drive_strength.png
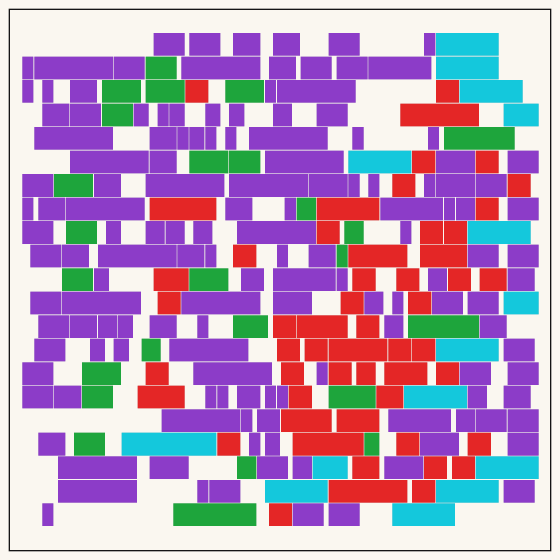
metal_stack.png
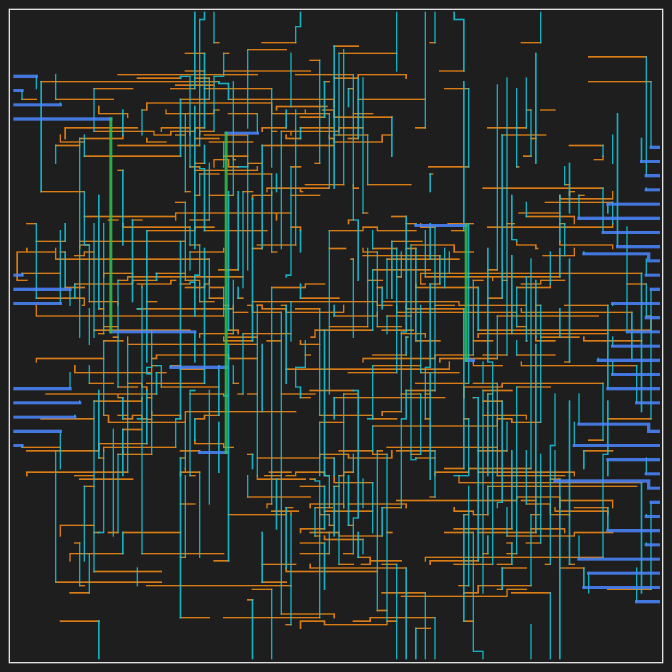
**src/rtl/rename_pkg.sv**
```systemverilog
// Shared state type and width helper for the rename group splitter.
package rename_pkg;

    typedef enum logic {
        NORMAL = 1'b0,
        SPLIT  = 1'b1
    } split_state_e;

    function automatic int clog2(input int n);
        int r;
        r = 0;
        while ((1 << r) < n) r++;
        return r;
    endfunction

endpackage

```
**src/rtl/rename_group_splitter_if.sv**
```systemverilog
// Decode-to-rename bundle: group masks and stalls in, slice and slot info out.
interface rename_group_splitter_if
    import rename_pkg::*;
#(
    parameter int WIDTH  = 4,
    parameter int PERF_W = 16
);
    localparam int LW = clog2(WIDTH);
    localparam int CW = clog2(WIDTH + 1);

    logic [WIDTH-1:0]    in_valid;
    logic [WIDTH-1:0]    in_is_branch;
    logic [WIDTH-1:0]    in_uses_rd;
    logic                ext_stall;
    logic                int_stall;
    logic                if_recall;
    logic [WIDTH-1:0]    out_valid;
    logic [WIDTH-1:0]    out_make_cp;
    logic [WIDTH*LW-1:0] out_alloc_slot;
    logic [CW-1:0]       out_alloc_count;
    logic [WIDTH*LW-1:0] out_cp_slot;
    logic [CW-1:0]       out_cp_count;
    logic                decode_hold;
    logic                split_active;
    logic [PERF_W-1:0]   perf_split_cnt;

    modport master (
        output in_valid, in_is_branch, in_uses_rd,
        output ext_stall, int_stall, if_recall,
        input  out_valid, out_make_cp, out_alloc_slot, out_alloc_count,
        input  out_cp_slot, out_cp_count, decode_hold, split_active,
        input  perf_split_cnt
    );

    modport slave (
        input  in_valid, in_is_branch, in_uses_rd,
        input  ext_stall, int_stall, if_recall,
        output out_valid, out_make_cp, out_alloc_slot, out_alloc_count,
        output out_cp_slot, out_cp_count, decode_hold, split_active,
        output perf_split_cnt
    );

endinterface

```
**src/rtl/rename_prefix_sum.sv**
```systemverilog
// Per-lane prefix popcount (exclusive or inclusive) plus the total.
module rename_prefix_sum
    import rename_pkg::*;
#(
    parameter int WIDTH     = 4,
    parameter int PW        = 2,
    parameter bit INCLUSIVE = 1'b0
) (
    input  logic [WIDTH-1:0]           bits_i,
    output logic [WIDTH-1:0][PW-1:0]   pfx_o,
    output logic [clog2(WIDTH+1)-1:0]  total_o
);
    localparam int CW = clog2(WIDTH + 1);

    always_comb begin
        int acc;
        acc   = 0;
        pfx_o = '0;
        for (int i = 0; i < WIDTH; i++) begin
            if (INCLUSIVE) acc = acc + int'(bits_i[i]);
            pfx_o[i] = PW'(acc);
            if (!INCLUSIVE) acc = acc + int'(bits_i[i]);
        end
        total_o = CW'(acc);
    end

endmodule

```
**src/rtl/rename_group_splitter.sv**
```systemverilog
// Splits a decode group into in-order slices bounded by checkpoint bandwidth,
// and hands out per-lane free-list and checkpoint slots for each slice.
module rename_group_splitter
    import rename_pkg::*;
#(
    parameter int WIDTH            = 4,
    parameter int MAX_CP_PER_CYCLE = 1,
    parameter int PERF_W           = 16
) (
    input logic              clk,
    input logic              reset,
    rename_group_splitter_if.slave bus
);
    localparam int LW = clog2(WIDTH);
    localparam int CW = clog2(WIDTH + 1);

    split_state_e      state_q, state_d;
    logic [WIDTH-1:0]  pend_q, pend_d;
    logic [PERF_W-1:0] perf_q, perf_d;

    logic [WIDTH-1:0]          act, slice, rem, live, live_cp;
    logic [WIDTH-1:0][CW-1:0]  br_pfx;
    logic [CW-1:0]             br_total;
    logic [WIDTH-1:0][LW-1:0]  a_slot, c_slot;
    logic [CW-1:0]             a_cnt, c_cnt;
    logic                      over_cp, stalled, hold;

    assign act     = (state_q == NORMAL) ? bus.in_valid : pend_q;
    assign stalled = bus.ext_stall | bus.int_stall;

    rename_prefix_sum #(.WIDTH(WIDTH), .PW(CW), .INCLUSIVE(1'b1)) u_br (
        .bits_i  (act & bus.in_is_branch),
        .pfx_o   (br_pfx),
        .total_o (br_total)
    );

    // Prefix property: once the branch count passes the limit, so does every later lane.
    always_comb begin
        slice = '0;
        for (int i = 0; i < WIDTH; i++)
            slice[i] = act[i] && (int'(br_pfx[i]) <= MAX_CP_PER_CYCLE);
    end

    assign rem     = act & ~slice;
    assign over_cp = int'(br_total) > MAX_CP_PER_CYCLE;

    rename_prefix_sum #(.WIDTH(WIDTH), .PW(LW), .INCLUSIVE(1'b0)) u_alloc (
        .bits_i  (live & bus.in_uses_rd),
        .pfx_o   (a_slot),
        .total_o (a_cnt)
    );

    rename_prefix_sum #(.WIDTH(WIDTH), .PW(LW), .INCLUSIVE(1'b0)) u_cp (
        .bits_i  (live_cp),
        .pfx_o   (c_slot),
        .total_o (c_cnt)
    );

    always_ff @(posedge clk or posedge reset) begin
        if (reset) begin
            state_q <= NORMAL;
            pend_q  <= '0;
            perf_q  <= '0;
        end else begin
            state_q <= state_d;
            pend_q  <= pend_d;
            perf_q  <= perf_d;
        end
    end

    always_comb begin
        state_d = state_q;
        pend_d  = pend_q;
        perf_d  = perf_q;
        if (bus.if_recall) begin
            state_d = NORMAL;
            pend_d  = '0;
        end else if (!stalled) begin
            if (over_cp) begin
                state_d = SPLIT;
                pend_d  = rem;
                if (state_q == NORMAL && perf_q != '1)
                    perf_d = perf_q + PERF_W'(1);
            end else begin
                state_d = NORMAL;
                pend_d  = '0;
            end
        end
    end

    // Reset gates the outputs directly so they drop without a clock edge.
    always_comb begin
        live = slice;
        hold = over_cp | stalled;
        if (reset || bus.if_recall) begin
            live = '0;
            hold = 1'b0;
        end
        live_cp = live & bus.in_is_branch;
    end

    assign bus.out_valid       = live;
    assign bus.out_make_cp     = live_cp;
    assign bus.out_alloc_slot  = a_slot;
    assign bus.out_alloc_count = a_cnt;
    assign bus.out_cp_slot     = c_slot;
    assign bus.out_cp_count    = c_cnt;
    assign bus.decode_hold     = hold;
    assign bus.split_active    = (state_q == SPLIT);
    assign bus.perf_split_cnt  = perf_q;

endmodule

```
**src/flat_wrapper.sv**
```systemverilog
// flat-port wrapper written by rule: the top's interface ports become plain ports
module rename_group_splitter_flat import rename_pkg::*;
#(
    parameter int WIDTH            = 4,
    parameter int MAX_CP_PER_CYCLE = 1,
    parameter int PERF_W           = 16
)
  (clk, reset, bus_in_valid, bus_in_is_branch, bus_in_uses_rd, bus_ext_stall, bus_int_stall, bus_if_recall, bus_out_valid, bus_out_make_cp, bus_out_alloc_slot, bus_out_alloc_count, bus_out_cp_slot, bus_out_cp_count, bus_decode_hold, bus_split_active, bus_perf_split_cnt);
  rename_group_splitter_if #(.WIDTH(WIDTH), .PERF_W(PERF_W)) bus_i ();
  input logic clk;
  input logic reset;
  input wire logic [$bits(bus_i.in_valid)-1:0] bus_in_valid;
  input wire logic [$bits(bus_i.in_is_branch)-1:0] bus_in_is_branch;
  input wire logic [$bits(bus_i.in_uses_rd)-1:0] bus_in_uses_rd;
  input wire logic [$bits(bus_i.ext_stall)-1:0] bus_ext_stall;
  input wire logic [$bits(bus_i.int_stall)-1:0] bus_int_stall;
  input wire logic [$bits(bus_i.if_recall)-1:0] bus_if_recall;
  output wire logic [$bits(bus_i.out_valid)-1:0] bus_out_valid;
  output wire logic [$bits(bus_i.out_make_cp)-1:0] bus_out_make_cp;
  output wire logic [$bits(bus_i.out_alloc_slot)-1:0] bus_out_alloc_slot;
  output wire logic [$bits(bus_i.out_alloc_count)-1:0] bus_out_alloc_count;
  output wire logic [$bits(bus_i.out_cp_slot)-1:0] bus_out_cp_slot;
  output wire logic [$bits(bus_i.out_cp_count)-1:0] bus_out_cp_count;
  output wire logic [$bits(bus_i.decode_hold)-1:0] bus_decode_hold;
  output wire logic [$bits(bus_i.split_active)-1:0] bus_split_active;
  output wire logic [$bits(bus_i.perf_split_cnt)-1:0] bus_perf_split_cnt;
  assign bus_i.in_valid = bus_in_valid;
  assign bus_i.in_is_branch = bus_in_is_branch;
  assign bus_i.in_uses_rd = bus_in_uses_rd;
  assign bus_i.ext_stall = bus_ext_stall;
  assign bus_i.int_stall = bus_int_stall;
  assign bus_i.if_recall = bus_if_recall;
  assign bus_out_valid = bus_i.out_valid;
  assign bus_out_make_cp = bus_i.out_make_cp;
  assign bus_out_alloc_slot = bus_i.out_alloc_slot;
  assign bus_out_alloc_count = bus_i.out_alloc_count;
  assign bus_out_cp_slot = bus_i.out_cp_slot;
  assign bus_out_cp_count = bus_i.out_cp_count;
  assign bus_decode_hold = bus_i.decode_hold;
  assign bus_split_active = bus_i.split_active;
  assign bus_perf_split_cnt = bus_i.perf_split_cnt;
  rename_group_splitter #(.WIDTH(WIDTH), .MAX_CP_PER_CYCLE(MAX_CP_PER_CYCLE), .PERF_W(PERF_W)) u_core (.clk(clk), .reset(reset), .bus(bus_i));
endmodule
```
**config.mk**
```make
export PLATFORM = sky130hd
export DESIGN_NAME = rename_group_splitter_flat
export DESIGN_NICKNAME = d
export VERILOG_FILES = /design/src/rtl/rename_pkg.sv /design/src/rtl/rename_group_splitter_if.sv /design/src/rtl/rename_prefix_sum.sv /design/src/rtl/rename_group_splitter.sv /design/src/flat_wrapper.sv
export SDC_FILE = /design/constraint.sdc
export NUM_CORES = 1
export LEC_CHECK = 0
export CORE_UTILIZATION = 43
export DETAILED_ROUTE_END_ITERATION = 7
export PLACE_DENSITY_LB_ADDON = 0.2
export SYNTH_ARGS = -nofsm -noshare
export SYNTH_HDL_FRONTEND = slang
export SYNTH_SLANG_ARGS = --single-unit
```
**constraint.sdc**
```tcl
create_clock -name clk -period 4.61 [get_ports clk]
set_input_delay 0.922 -clock clk [delete_from_list [all_inputs] [get_ports clk]]
set_output_delay 0.922 -clock clk [all_outputs]
set_load 0.05 [all_outputs]
```
==> impl_metrics.env <==
# implementation run metrics
export IMPL_status="finished with violations"
export IMPL_failed_checks="setup timing"
export IMPL_grt_overflow=0
export IMPL_grt_max_degree=21
export IMPL_p_leak_nw=1.279
export IMPL_p_sw_mw=0.2218
export IMPL_period_needed_ns=4.885
export IMPL_ys_cells=153
export IMPL_tightest_slew_ns=0.8697
export IMPL_core_um2=3416
export IMPL_layout_nets=269
export IMPL_drtAntennaViolNets=0
export IMPL_use_met2_pct=40.49
export IMPL_critPathSlowestCell="fa_1"
export IMPL_fp_dieW_um=62.46
export IMPL_slew_headroom_pct=41.58
export IMPL_top_power_group="combinational logic"
export IMPL_min_path_cells=1
export IMPL_yosysTopAreaCellShare_pct=31.85
export IMPL_ios=65
export IMPL_clockBufferDepth=2
export IMPL_antenna_found_initial=0
export IMPL_sh_comb_area_pct=41.56
export IMPL_path_delay_family="adder cells"
export IMPL_viasPerCell=4.954
export IMPL_finalHoldViolations=0
export IMPL_p_seq_mw=0.209
export IMPL_maxSlewViolCount=0
export IMPL_rsz0062_at_grt="true"
export IMPL_ff_type="dfrtp_1"
export IMPL_io_buffers=58
export IMPL_cts_hold_buffers=0
export IMPL_cp_buffers_inverters=3
export IMPL_p_sw_share_pct=36.85
export IMPL_bufAreaShareNonClock_pct=33.17
export IMPL_synthToLayoutAreaGrowth_pct=66.08
export IMPL_num_nonclk_inverters=12
export IMPL_synthMuxAreaShare_pct=3.025
export IMPL_arrival_ns=3.96
export IMPL_total_power_mw=0.6019
export IMPL_cp_startpoint="bus_in_valid[2]"
export IMPL_path_class="primary input to output pin"
export IMPL_synth_cell_type_count=39
export IMPL_clkCellAreaFrac_pct=2.013
export IMPL_htree_levels=1
export IMPL_ys_sh_adder_pct=15.61
export IMPL_lay_top_cells="34 x clkdlybuf4s50_1, 32 x buf_4, 19 x dfrtp_1"
export IMPL_xor_area_share_pct=8.360
export IMPL_synth_top_cells_by_count="20 x dfrtp_1, 14 x xor2_1, 12 x inv_1"
export IMPL_mi_logic_area_um2=1085
export IMPL_clk_pin_slew_ns=0.12
export IMPL_drt_iter0_drc=34
export IMPL_seqPwrFrac_pct=34.7
export IMPL_synth_edff_count=0
export IMPL_finalSetupTns_ns=-0.4934
export IMPL_dr_pass1_iters=4
export IMPL_cts_buffers_inserted=3
export IMPL_logic_gates=115
export IMPL_fin_worst_skew_ns=0.01232
export IMPL_power_clock_fraction_pct=24.3
export IMPL_ctsResizeCount=19
export IMPL_flops=20
export IMPL_ys_sh_simple_pct=29.46
export IMPL_dominant_cells="logic gates"
export IMPL_fp_util_pct=46.01
export IMPL_combPwrFrac_pct=41.0
export IMPL_clk_latency_ns=0.32
export IMPL_placedCellCount=271
export IMPL_cts_root_buf="clkbuf_4"
export IMPL_crit_path_max_incr_delay_ns=0.54
export IMPL_critPathLaunchType="primary input"
export IMPL_r2r_start="u_core.bus.split_active$_DFFE_PP0P_"
export IMPL_placementRows=21
export IMPL_syn_area_um2=1572
export IMPL_area_leaders="dfrtp_1 32%, ha_1 8.0%, xor2_1 7.8%"
export IMPL_rrSetupSlack_ns=1.14
export IMPL_hpwl_mm=3.199
export IMPL_gr_usage_met3_pct=3.467
export IMPL_grt_busiest_layer="met2"
export IMPL_fin_cells=281
export IMPL_fin_ws_ns=-0.2745
export IMPL_dieHeight_um=62.46
export IMPL_post_cts_buffers=1
export IMPL_rr_worst_depth=11
export IMPL_cp_required_ns=3.69
export IMPL_comb_cell_power_mw=0.247
export IMPL_max_clock_freq_ghz=0.2047
export IMPL_grt_pass1_vias=1454
export IMPL_cp_num_cells=13
export IMPL_ys_chip_area_um2=1572
export IMPL_top_area_cell="dfrtp_1"
export IMPL_grt_pass1_wl_mm=7.038
export IMPL_use_met1_pct=28.62
export IMPL_sh_seq_area_pct=19.22
export IMPL_syn_inst=153
export IMPL_path_max_fanout=3
export IMPL_tool_warnings=33
export IMPL_holdCritStartpoint="u_core.bus.perf_split_cnt[15]$_DFFE_PP0P_"
export IMPL_power_density_nw_per_um2=230.6
export IMPL_n_clock_buffer=3
export IMPL_crit_path_cell_trace="buf_6 -> mux2_4 -> and2_4 -> fa_1 -> ha_2 -> inv_2 -> fa_1 -> nand2_2 -> nor3b_4 -> and2_4 -> ha_4 -> fa_2 -> buf_12"
export IMPL_cap_violations=0
export IMPL_fill_cells=243
export IMPL_cts_tree="done"
export IMPL_ir_worst_vdd_mv=0.2452
export IMPL_setup_viol=3
export IMPL_topCombFamilyByArea="simple AND/OR/NAND/NOR gates"
export IMPL_final_common_cell="clkdlybuf4s50_1"
export IMPL_p_clk_mw=0.146
export IMPL_crit_end="bus_out_alloc_count[1]"
export IMPL_die_area_um2=3901
export IMPL_period_used_pct=106.0
export IMPL_p_int_mw=0.3801
export IMPL_place_gp_congestion=0.7855
export IMPL_cts_sinks=20
export IMPL_worstHoldPathType="flip-flop to flip-flop"
export IMPL_syn_mean_instance_area_um2=10.27
export IMPL_async_reset_ff_share_pct=100.0
export IMPL_top_cell="dfrtp_1"
export IMPL_antennaDiodeCount=0
export IMPL_ys_sh_aoi_pct=3.583
export IMPL_hold_end="u_core.bus.perf_split_cnt[15]$_DFFE_PP0P_"
export IMPL_critPathCaptureType="output pin"
export IMPL_synth_seq_cells=20
export IMPL_tap_cell_count=46
export IMPL_ys_warn_count=0
export IMPL_avgRoutedWirePerCell_um=14.57
export IMPL_ys_seq_share_pct=31.85
export IMPL_ff_latch_area_um2=501.7
export IMPL_regToRegEndpoint="u_core.bus.perf_split_cnt[1]$_DFFE_PP0P_"
-- drive_strength.png (at the start) --
| colour | size | cells |
|---|---|---|
| green | drive 2 | 25 |
| cyan | drive 6 and up | 15 |
| red | drive 3 to 4 | 53 |
| purple | drive 1 or less | 142 |
Non-Clock Buffer Count: 84
final instance area: 2610 um2

-- metal_stack.png (at the start) --
| colour | layer | wire length |
|---|---|---|
| green | met4 | 63.9 um |
| cyan | met2 | 2100 um |
| blue | met3 | 203 um |
| orange | met1 | 1730 um |
total number of vias: 1392
WL final: 4.093 mm
GRT Total Usage: 22.91%

state kept, by name, summed over array words and instances, names as in the netlist:
name                       flops
u_core.bus.split_active        1
u_core.bus.perf_split_cnt     16
u_core.pend_q                  3
stage by stage:
stage	area [um2]	util, %	hold WS, ns	setup WS (ns)
2_1_floorplan	1695	-	0.4760	-0.4370
3_3_place_gp	2497	73.11	0.4797	-0.4938
3_5_place_dp	2497	73.11	0.4900	-0.6356
4_1_cts	2575	75.38	0.5100	-0.3026
5_1_grt	2610	76.41	0.5306	-0.3290
6_report	2610	76.41	0.5104	-0.2745
routing by layer:
| metal | vias to the layer above | routed length [um] |
|---|---|---|
| met5 | - | 0 |
| met4 | 0 | 63 |
| met3 | 7 | 203 |
| met2 | 49 | 2094 |
| met1 | 669 | 1731 |
| li1 | 667 | - |
